===== src/rtl/operand_select_stage.sv =====
// Execute-stage operand select: forwards rs/rt, extends the immediate and
// registers operand A/B behind a single-entry valid/ready output register.
module operand_select_stage #(
  parameter int DATA_WIDTH     = 32,
  parameter int IMM_WIDTH      = 16,
  parameter int REG_ADDR_WIDTH = 5
) (
  input  logic                      clk,
  input  logic                      rst,
  input  logic                      in_valid,
  output logic                      in_ready,
  input  logic [REG_ADDR_WIDTH-1:0] in_rs_addr,
  input  logic [REG_ADDR_WIDTH-1:0] in_rt_addr,
  input  logic [DATA_WIDTH-1:0]     in_rs_data,
  input  logic [DATA_WIDTH-1:0]     in_rt_data,
  input  logic [IMM_WIDTH-1:0]      in_immediate,
  input  logic [1:0]                in_imm_mode,
  input  logic                      in_select_imm,
  input  logic                      exmem_wr_en,
  input  logic [REG_ADDR_WIDTH-1:0] exmem_wr_addr,
  input  logic [DATA_WIDTH-1:0]     exmem_wr_data,
  input  logic                      memwb_wr_en,
  input  logic [REG_ADDR_WIDTH-1:0] memwb_wr_addr,
  input  logic [DATA_WIDTH-1:0]     memwb_wr_data,
  input  logic                      flush,
  output logic                      out_valid,
  input  logic                      out_ready,
  output logic [DATA_WIDTH-1:0]     out_operand_a,
  output logic [DATA_WIDTH-1:0]     out_operand_b,
  output logic [DATA_WIDTH-1:0]     out_store_data,
  output logic [1:0]                out_fwd_a,
  output logic [1:0]                out_fwd_b
);

  typedef enum logic [1:0] {
    FWD_REGFILE = 2'b00,
    FWD_MEMWB   = 2'b01,
    FWD_EXMEM   = 2'b10
  } fwd_src_t;

  logic                  accept;
  logic [DATA_WIDTH-1:0] rs_fwd_data;
  logic [DATA_WIDTH-1:0] rt_fwd_data;
  fwd_src_t              rs_fwd_sel;
  fwd_src_t              rt_fwd_sel;
  logic [DATA_WIDTH-1:0] imm_ext;
  logic [DATA_WIDTH-1:0] imm_zero;
  logic [DATA_WIDTH-1:0] operand_b_next;

  assign in_ready = !out_valid || out_ready;
  assign accept   = in_valid && in_ready;

  // Younger EX/MEM result wins; register 0 is hard-wired and never forwarded.
  function automatic fwd_src_t fwd_pick(input logic [REG_ADDR_WIDTH-1:0] addr);
    if (addr == '0)
      return FWD_REGFILE;
    else if (exmem_wr_en && (exmem_wr_addr == addr))
      return FWD_EXMEM;
    else if (memwb_wr_en && (memwb_wr_addr == addr))
      return FWD_MEMWB;
    else
      return FWD_REGFILE;
  endfunction

  function automatic logic [DATA_WIDTH-1:0] fwd_data(input fwd_src_t sel,
                                                     input logic [DATA_WIDTH-1:0] rf_data);
    case (sel)
      FWD_EXMEM: return exmem_wr_data;
      FWD_MEMWB: return memwb_wr_data;
      default:   return rf_data;
    endcase
  endfunction

  always_comb begin
    rs_fwd_sel  = fwd_pick(in_rs_addr);
    rt_fwd_sel  = fwd_pick(in_rt_addr);
    rs_fwd_data = fwd_data(rs_fwd_sel, in_rs_data);
    rt_fwd_data = fwd_data(rt_fwd_sel, in_rt_data);
  end

  // Shift form keeps upper mode legal when DATA_WIDTH == 2*IMM_WIDTH.
  assign imm_zero = {{(DATA_WIDTH-IMM_WIDTH){1'b0}}, in_immediate};

  always_comb begin
    imm_ext = {{(DATA_WIDTH-IMM_WIDTH){in_immediate[IMM_WIDTH-1]}}, in_immediate};
    case (in_imm_mode)
      2'b01:   imm_ext = imm_zero;
      2'b10:   imm_ext = imm_zero << IMM_WIDTH;
      default: imm_ext = {{(DATA_WIDTH-IMM_WIDTH){in_immediate[IMM_WIDTH-1]}}, in_immediate};
    endcase
  end

  assign operand_b_next = in_select_imm ? imm_ext : rt_fwd_data;

  always_ff @(posedge clk) begin
    if (rst) begin
      out_valid      <= 1'b0;
      out_operand_a  <= '0;
      out_operand_b  <= '0;
      out_store_data <= '0;
      out_fwd_a      <= 2'b00;
      out_fwd_b      <= 2'b00;
    end else begin
      // Data may load during a flush; it is hidden because valid drops.
      if (accept) begin
        out_operand_a  <= rs_fwd_data;
        out_operand_b  <= operand_b_next;
        out_store_data <= rt_fwd_data;
        out_fwd_a      <= rs_fwd_sel;
        out_fwd_b      <= rt_fwd_sel;
      end
      if (flush)
        out_valid <= 1'b0;
      else if (accept)
        out_valid <= 1'b1;
      else if (out_ready)
        out_valid <= 1'b0;
    end
  end

endmodule


===== config.mk =====
export PLATFORM = sky130hd
export DESIGN_NAME = operand_select_stage
export DESIGN_NICKNAME = d
export VERILOG_FILES = /design/src/rtl/operand_select_stage.sv
export SDC_FILE = /design/constraint.sdc
export NUM_CORES = 1
export LEC_CHECK = 0
export CAP_MARGIN = 20
export CORE_MARGIN = 2
export CORE_UTILIZATION = 25
export CTS_CLUSTER_DIAMETER = 120
export DETAILED_ROUTE_END_ITERATION = 6
export HOLD_SLACK_MARGIN = 0.15
export PLACE_DENSITY = 0.53
export REMOVE_ABC_BUFFERS = 1
export SETUP_SLACK_MARGIN = 0.02
export SLEW_MARGIN = 40
export SYNTH_ARGS = -nofsm -noshare
export SYNTH_HDL_FRONTEND = slang
export SYNTH_SLANG_ARGS = --single-unit

===== constraint.sdc =====
create_clock -name clk -period 7.5 [get_ports clk]
set_input_delay 1.125 -clock clk [delete_from_list [all_inputs] [get_ports clk]]
set_output_delay 1.125 -clock clk [all_outputs]
set_load 0.02 [all_outputs]

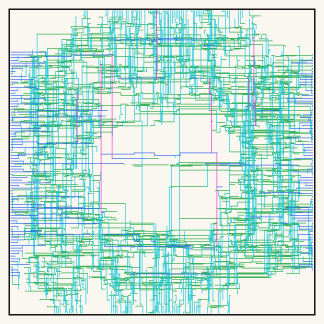
*Wiring by layer, run 1*
Scale: 2 px per µm.
met2: drawn in cyan, wire length 10100 µm. met3: drawn in blue, wire length 1810 µm. met1: drawn in green, wire length 10700 µm. met4: drawn in magenta, wire length 332 µm.
via count: 6042
Tot GR Track Use: 19.1%
routed wire length per instance: 18.9 µm
total wire length: 23000 µm

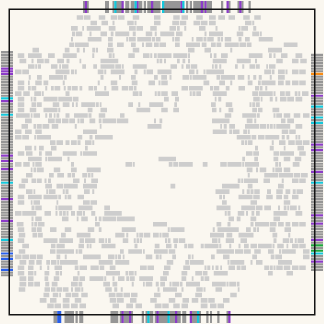
*I/O pins on the die edge, run 1*
Scale: 2 px per µm. Pins as bars across the die edge, other pins in gray.
in_select_imm: drawn in orange, pins 1, direction input, edge right. in_rt_addr: drawn in blue, pins 5, direction input, edge 3 left, 2 bottom. in_imm_mode: drawn in green, pins 2, direction input, edge right. in_immediate: drawn in cyan, pins 16, direction input, edge 5 right, 4 top, 4 left, 3 bottom. in_rs_data: drawn in purple, pins 32, direction input, edge 9 top, 9 left, 8 right, 6 bottom.
All pins by edge: 83 left, 80 right, 58 top, 55 bottom.

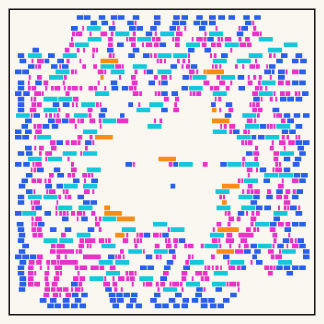
*Placed cells, one color a class, run 1*
Scale: 2 px per µm.
all other logic: drawn in magenta, cells 533. flip-flops: drawn in cyan, cells 101. other buffers and delay cells: drawn in blue, cells 283. clock drivers and dummy loads: drawn in orange, cells 16.

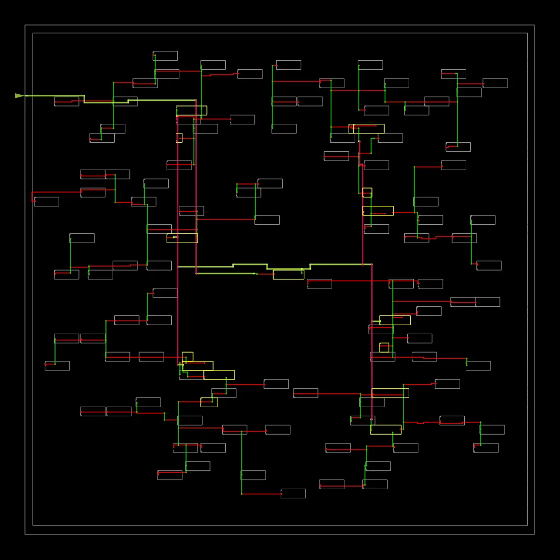
*The clock network, run 1*
TritonCTS Buffers: 9
sequential cells: 101
Latency at later pin: 350 ps
worst clock skew: 6.19 ps
clock buf count: 11

==> impl_metrics.py, run 1 <==
# Metrics from the implementation run
metrics = {
    "sta": {
        "rsz0062_at_grt": "false",
        "timing.setup.tns_ps": 0,
        "finalHoldViolations": 0,
        "timing.fmax_ghz": 0.262,
        "finalCritPeriodShare_pct": 51.0,
        "fin_crit_ps": 3820,
        "relSlewSlack_pct": 40.6,
        "setup_viol": 0,
        "slew_violations": 0,
        "worst_pin_slew_ps": 891,
    },
    "drt": {
        "ant_nets": 0,
        "via_per_inst": 4.98,
        "drtPass1Iterations": 5,
        "drc_errors": 0,
        "drtIter0Drc": 299,
    },
    "setup_path": {
        "cp_top_family": "simple AND/OR/NAND/NOR gates",
        "critPathBufInv": 2,
        "crit_slowest_cell": "ha_4",
        "critPathRequiredTime_ps": 7790,
        "path_class": "in -> reg",
        "cpMostUsedCell": "nor2_1",
        "cp_max_fo": 45,
        "worstPathCellList": "clkdlybuf4s50_1 -> or4_1 -> nor2_1 -> nor4_1 -> and2_1 -> ha_4 -> buf_4 -> a221oi_1 -> a2111oi_0 -> a21oi_1 -> nor2_1",
        "cp-start-kind": "input pin",
        "arrival_ps": 4110,
    },
    "clocking": {
        "hold_buffers": 0,
        "htree_levels": 3,
        "path_clk_slew_ps": 80,
        "cts.path.max_buffers": 2,
        "cts.repair.resized": 0,
        "post_cts_buffers": 0,
        "cts_num_sinks": 101,
        "root_buffer": "clkbuf_16",
    },
    "final_layout": {
        "final_cells": 1214,
        "nets": 1108,
        "synthToLayoutAreaGrowth_pct": 59.2,
    },
    "power_and_ir_drop": {
        "power_density_nw_per_um2": 170,
        "total_power_mw": 1.48,
        "ir_drop_uv": 93.6,
    },
    "synthesis": {
        "postSynthSeqShare_pct": 36.9,
        "yosysUniqueCellTypes": 38,
        "ys_area_um2": 5480,
        "top_cells_by_count": "dfxtp_1, nand2_1, nor2_1, a22oi_1, o21ai_0",
        "yosysTopAreaCellShare_pct": 36.9,
        "ys_ff": 101,
        "netlist_area_um2": 5480,
        "synth_top_cell_by_area": "dfxtp_1",
        "avgSynthCellArea_um2": 7.85,
        "ys.flop_type": "dfxtp_1",
        "yosysWarnings": 0,
        "edf_count": 0,
        "ys_cells": 698,
        "postSynthCellCount": 698,
        "synthArstFlopShare_pct": 0,
        "yosys-top-cells-area": "dfxtp_1, nand2_1, a22oi_1",
    },
    "floorplan": {
        "core_um2": 21700,
        "fp-row-count": 54,
        "die_area_um2": 23100,
        "ioPinCount": 276,
    },
    "place": {
        "place_inst": 1197,
        "gp_congestion": 0.744,
    },
    "global_route": {
        "antenna_found_initial": 1,
        "grt_max_degree": 56,
        "overflow": 0,
        "grt_pass1_wl_um": 35000,
    },
    "run": {
        "drv_cap": 0,
        "warning_count": 28,
    },
    "run_status": {
        "outcome": "finished clean",
    },
    "worst_hold_path": {
        "min_path_type": "reg -> reg",
    },
}
[run 1: stage by stage]
stage                     worst slack [ps]  util, %  area (µm²)  hold slack (ps)
after floorplan                       1550        -        5200              528
after global placement                3020     38.6        8370              443
after detailed placement              2950     38.7        8390              448
after CTS                             3310     40.1        8690              460
after global routing                  3390     40.2        8720              485
final                                 3680     40.2        8720              457
[run 1: worst min-delay path, stage by stage, from the launching register on]
cell and delay (ps):
dfxtp_1 310, nand2_1 50, a21oi_1 50
[run 1: final cells by class]
| type | instances | area [µm²] |
|---|---|---|
| Antenna cell | 1 | 2.50 |
| Clock buffer | 11 | 243 |
| Clock inverter | 5 | 58.8 |
| Fill cell | 2266 | 13000 |
| Inverter | 6 | 22.5 |
| Multi-Input combinational cell | 527 | 3220 |
| Sequential cell | 101 | 2020 |
| Tap cell | 280 | 350 |
| Timing Repair Buffer | 283 | 2810 |
[run 1: cell families after synthesis]
kind of cell	Yosys count	synth area share (%)
simple gates	268	21.8
flops	101	36.9
buf+inv	70	5.51
compound gates	200	25.2
fa+ha+maj	6	1.37
mux	33	6.03
xor+xnor	20	3.20
[run 1: registers in the layout, summed over array words and instances, names as in the netlist]
name	cells
out_fwd_a	2
out_fwd_b	2
out_operand_a	32
out_operand_b	32
out_store_data	32
out_valid	1
[run 1: metal layers]
metal / up-vias / wire length [µm] / track usage (%)
met2: 238 / 10100 / 29.2
met4: 0 / 332 / 5.47
met1: 2823 / 10700 / 26.3
met3: 23 / 1810 / 5.48
met5: - / 0 / 0
li1: 2958 / - / -
[run 1: final timing paths]
kind / startpoint / endpoint / slack [ps] / depth (start not counted)
max: in_rt_addr[2] / out_store_data[10] / 3680 / 11
min: out_store_data[25] / out_store_data[25] / 460 / 2
max reg2reg: out_valid / out_operand_b[31] / 5190 / 6
min reg2reg: out_store_data[25] / out_store_data[25] / 460 / 2
[run 1: cells in the final DEF (no fill, tap or decap), types with 4 or more instances in the layout]
cell type        instances
a2111oi_0               16
a211oi_1                17
a21oi_1                 31
a221oi_1                16
a22oi_1                 48
a311oi_1                16
buf_4                    9
clkbuf_16                9
clkdlybuf4s50_1        273
dfxtp_1                101
inv_1                    6
mux2i_1                 33
nand2_1                101
nand2b_1                17
nor2_1                  84
nor2b_1                 16
nor3_1                  32
o21ai_0                 48
xnor2_1                 16
xor2_1                   4
[run 1: report_power, final]
group	leakage (nW)	switching (mW)	internal, mW	total [mW]
clock network	0.142	0.224	0.269	0.493
registers	0.833	0.0192	0.573	0.592
logic	2.18	0.196	0.201	0.398
==> inputs of run 2 (changes only) <==
--- a/config.mk
+++ b/config.mk
@@ -11,7 +11,7 @@
 export CTS_CLUSTER_DIAMETER = 120
 export DETAILED_ROUTE_END_ITERATION = 6
 export HOLD_SLACK_MARGIN = 0.15
-export PLACE_DENSITY = 0.53
+export PLACE_DENSITY = 0.55
 export REMOVE_ABC_BUFFERS = 1
 export SETUP_SLACK_MARGIN = 0.02
 export SLEW_MARGIN = 40
==> constraint.sdc (replaced) <==
create_clock -name clk -period 3.11 [get_ports clk]
set_input_delay 0.4665 -clock clk [delete_from_list [all_inputs] [get_ports clk]]
set_output_delay 0.4665 -clock clk [all_outputs]
set_load 0.02 [all_outputs]
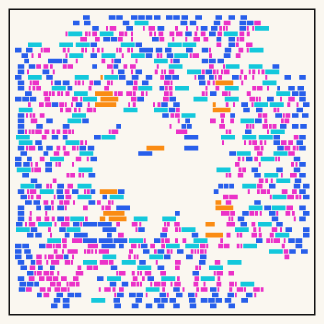
*Placed cells, one color a class, run 2*
Scale: 2 px per µm.
other buffers and delay cells: drawn in blue, cells 322. clock drivers and dummy loads: drawn in orange, cells 16. all other logic: drawn in magenta, cells 533. flip-flops: drawn in cyan, cells 101.

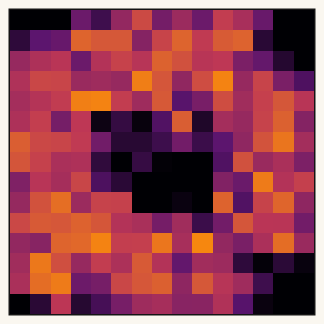
*Cell density map, run 2*
Scale: 2 px per µm. 15 x 15 tiles, from black (low) to pale yellow (high), 0 to 100% covered.
The mean over all tiles is 38%. The emptiest ninth of the die: middle. 11% of the tiles are nearly empty. The fullest tile reaches 73%.

==> impl_metrics.py, run 2 <==
# Metrics from the implementation run
metrics = {
    "run_status": {
        "outcome": "finished clean",
    },
    "synthesis": {
        "ys_sh_aoi_pct": 25.2,
        "postSynthSeqShare_pct": 36.9,
        "yosys-top-cells-area": "dfxtp_1, nand2_1, a22oi_1",
        "top_cells_by_count": "dfxtp_1, nand2_1, nor2_1, a22oi_1, o21ai_0",
        "ys_cells": 698,
        "ys_ff": 101,
        "avgSynthCellArea_um2": 7.85,
        "netlist_area_um2": 5480,
        "xor_share_pct": 3.20,
        "mux_share_pct": 6.03,
        "yosys.area_share.simple_pct": 21.8,
        "postSynthCellCount": 698,
        "adder_share_pct": 1.37,
        "ys_area_um2": 5480,
        "ys.flop_type": "dfxtp_1",
        "edf_count": 0,
        "yosysWarnings": 0,
        "yosysTopAreaCellShare_pct": 36.9,
        "synthArstFlopShare_pct": 0,
        "synth_top_cell_by_area": "dfxtp_1",
        "synthTopLogicFamily": "AND-OR/OR-AND gates",
        "yosysUniqueCellTypes": 38,
    },
    "place": {
        "hpwl_um": 16700,
        "port_buffers": 275,
        "gp_congestion": 0.785,
        "post-place-ws_ps": -122,
        "dpl_cell_area_um2": 8840,
    },
    "sta": {
        "finalHoldViolations": 0,
        "whs_ps": 455,
        "finalCritPeriodShare_pct": 91.5,
        "setup_slack_ps": 263,
        "worst_pin_slew_ps": 572,
        "fin_crit_ps": 2850,
        "setup_viol": 0,
        "timing.fmax_ghz": 0.351,
        "rsz0062_at_grt": "false",
        "relSlewSlack_pct": 61.9,
        "slew_violations": 0,
    },
    "setup_path": {
        "cp_max_fo": 29,
        "cp-start-kind": "input pin",
        "path_class": "in -> reg",
        "worstPathCellList": "clkdlybuf4s50_1 -> or4_1 -> nor2_1 -> nor4_2 -> and2_1 -> ha_2 -> buf_12 -> a221oi_1 -> nor3_1 -> a211oi_1 -> nor3_1",
        "cpMostUsedCell": "nor3_1",
        "arrival_ps": 3080,
        "slowest_delay_ps": 490,
        "crit_slowest_cell": "or4_1",
        "cp-end-kind": "flip-flop",
        "critPathRequiredTime_ps": 3340,
    },
    "final_layout": {
        "flop_area_um2": 2020,
        "lay_top_count": "clkdlybuf4s50_1",
        "utilization_pct": 42.3,
        "logic_area_um2": 3180,
        "synthToLayoutAreaGrowth_pct": 67.5,
        "nets": 1147,
        "fillCellCount": 2218,
        "top_regs": "out_operand_a x32, out_operand_b x32, out_store_data x32",
        "final_cell_mix": "clkdlybuf4s50_1, nand2_1, dfxtp_1",
        "fin_area_um2": 9180,
        "drive_gt1_share_pct": 8.13,
        "diodes": 0,
    },
    "floorplan": {
        "initial_core_util_pct": 25.3,
        "fp-row-count": 54,
        "ioPinCount": 276,
        "core_um2": 21700,
        "die_height_um": 152,
        "fp.dieW_um": 152,
        "die_area_um2": 23100,
    },
    "power_and_ir_drop": {
        "ir_drop_uv": 298,
        "total_power_mw": 3.70,
        "leakagePower_nw": 3.42,
        "power_density_nw_per_um2": 404,
    },
    "clocking": {
        "cts_buffers": 9,
        "path_clk_slew_ps": 80,
        "root_buffer": "clkbuf_16",
        "cts_tree": "done",
        "cts.path.max_buffers": 2,
        "clock_latency_ps": 350,
        "htree_levels": 3,
    },
    "drt": {
        "drtIter0Drc": 306,
        "ant_nets": 0,
        "drc_errors": 0,
        "via_per_inst": 4.95,
        "drtPass1Iterations": 5,
        "drt-total-wl_um": 23200,
        "routedWlPerCell_um": 18.5,
        "dr_total_vias": 6196,
    },
    "global_route": {
        "grt_pass1_wl_um": 36200,
        "track_usage_pct": 19.7,
        "overflow": 0,
        "grt_max_degree": 60,
        "antenna_found_initial": 0,
        "grt_pass1_vias": 6208,
    },
    "run": {
        "drv_cap": 0,
        "warning_count": 28,
    },
    "worst_hold_path": {
        "min_path_type": "reg -> reg",
    },
}
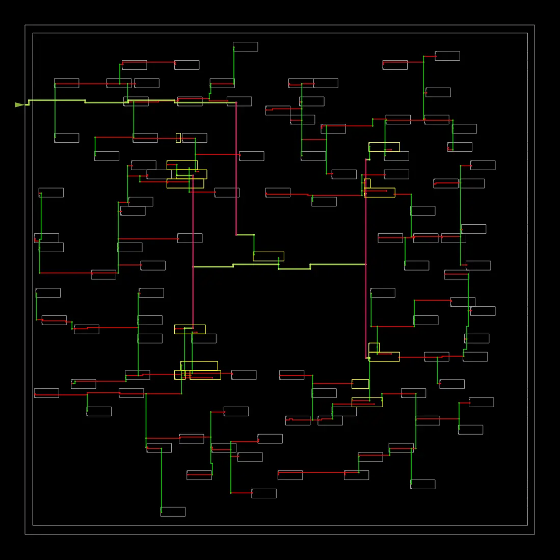
*The clock network, run 2*
Clk. pwr: 1.28 mW
clock sink count: 101
worst clock skew: 7.81 ps

## run 2: cell counts after synthesis
Identical to the previous run, type by type.
## run 2: layer usage
layer / GRT usage [%] / up-vias / part of all wire, %
li1: - / 3040 / -
met2: 32.2 / 241 / 46
met4: 5.87 / 0 / 2.0
met1: 25.4 / 2890 / 44
met5: 0 / - / 0
met3: 5.16 / 25 / 8.1
## run 2: worst paths after layout
path                       from                 end  depth (start not counted)  slack, ps
max               in_rt_addr[4]    out_operand_b[1]                         11        260
min reg2reg  out_store_data[28]  out_store_data[28]                          2        460
min          out_store_data[28]  out_store_data[28]                          2        460
max reg2reg           out_valid        out_fwd_b[0]                          6       1340
## run 2: timing repair
action | in CTS | in global routing
setup endpoints to repair | 0 | 3
setup buffers | 0 | 0
resized | 0 | 1
hold buffers | 0 | 0
endpoints found under the hold margin | 0 | 0
## run 2: cell type report
class	count	share of cell area (%)
Clock inverter	5	0.900
Inverter	6	0.245
Tap cell	280	3.82
Timing Repair Buffer	322	35.7
Sequential cell	101	22.0
Clock buffer	11	2.65
Multi-Input combinational cell	527	34.7
## run 2: cells by family after synthesis
| family | after synthesis |
|---|---|
| simple gates | 268 |
| compound gates | 200 |
| flops | 101 |
| buf+inv | 70 |
| mux | 33 |
| xor+xnor | 20 |
| fa+ha+maj | 6 |
## run 2: through the flow
step / instances / TNS, ps
6_report: 1252 / 0
3_5_place_dp: 1236 / -1410
2_1_floorplan: 634 / -168720
4_1_cts: 1252 / 0
3_3_place_gp: 1236 / -380
5_1_grt: 1252 / 0
## run 2: report_power, final
part	total (mW)	internal, mW	switching, mW
sequential	1.42	1.38	0.0433
combinational	1.00	0.520	0.481
clock	1.28	0.733	0.546
total	3.70	2.63	1.07
## run 2: critical path, delay by kind of cell
kind                     cells  cell delay [ps]
AND/OR/NAND/NOR              6             1090
adder cells (fa/ha/maj)      1              300
AND-OR/OR-AND                2              590
buffers and inverters        2              640
Power figures rest on the tool's default switching activity, not on a simulated workload.
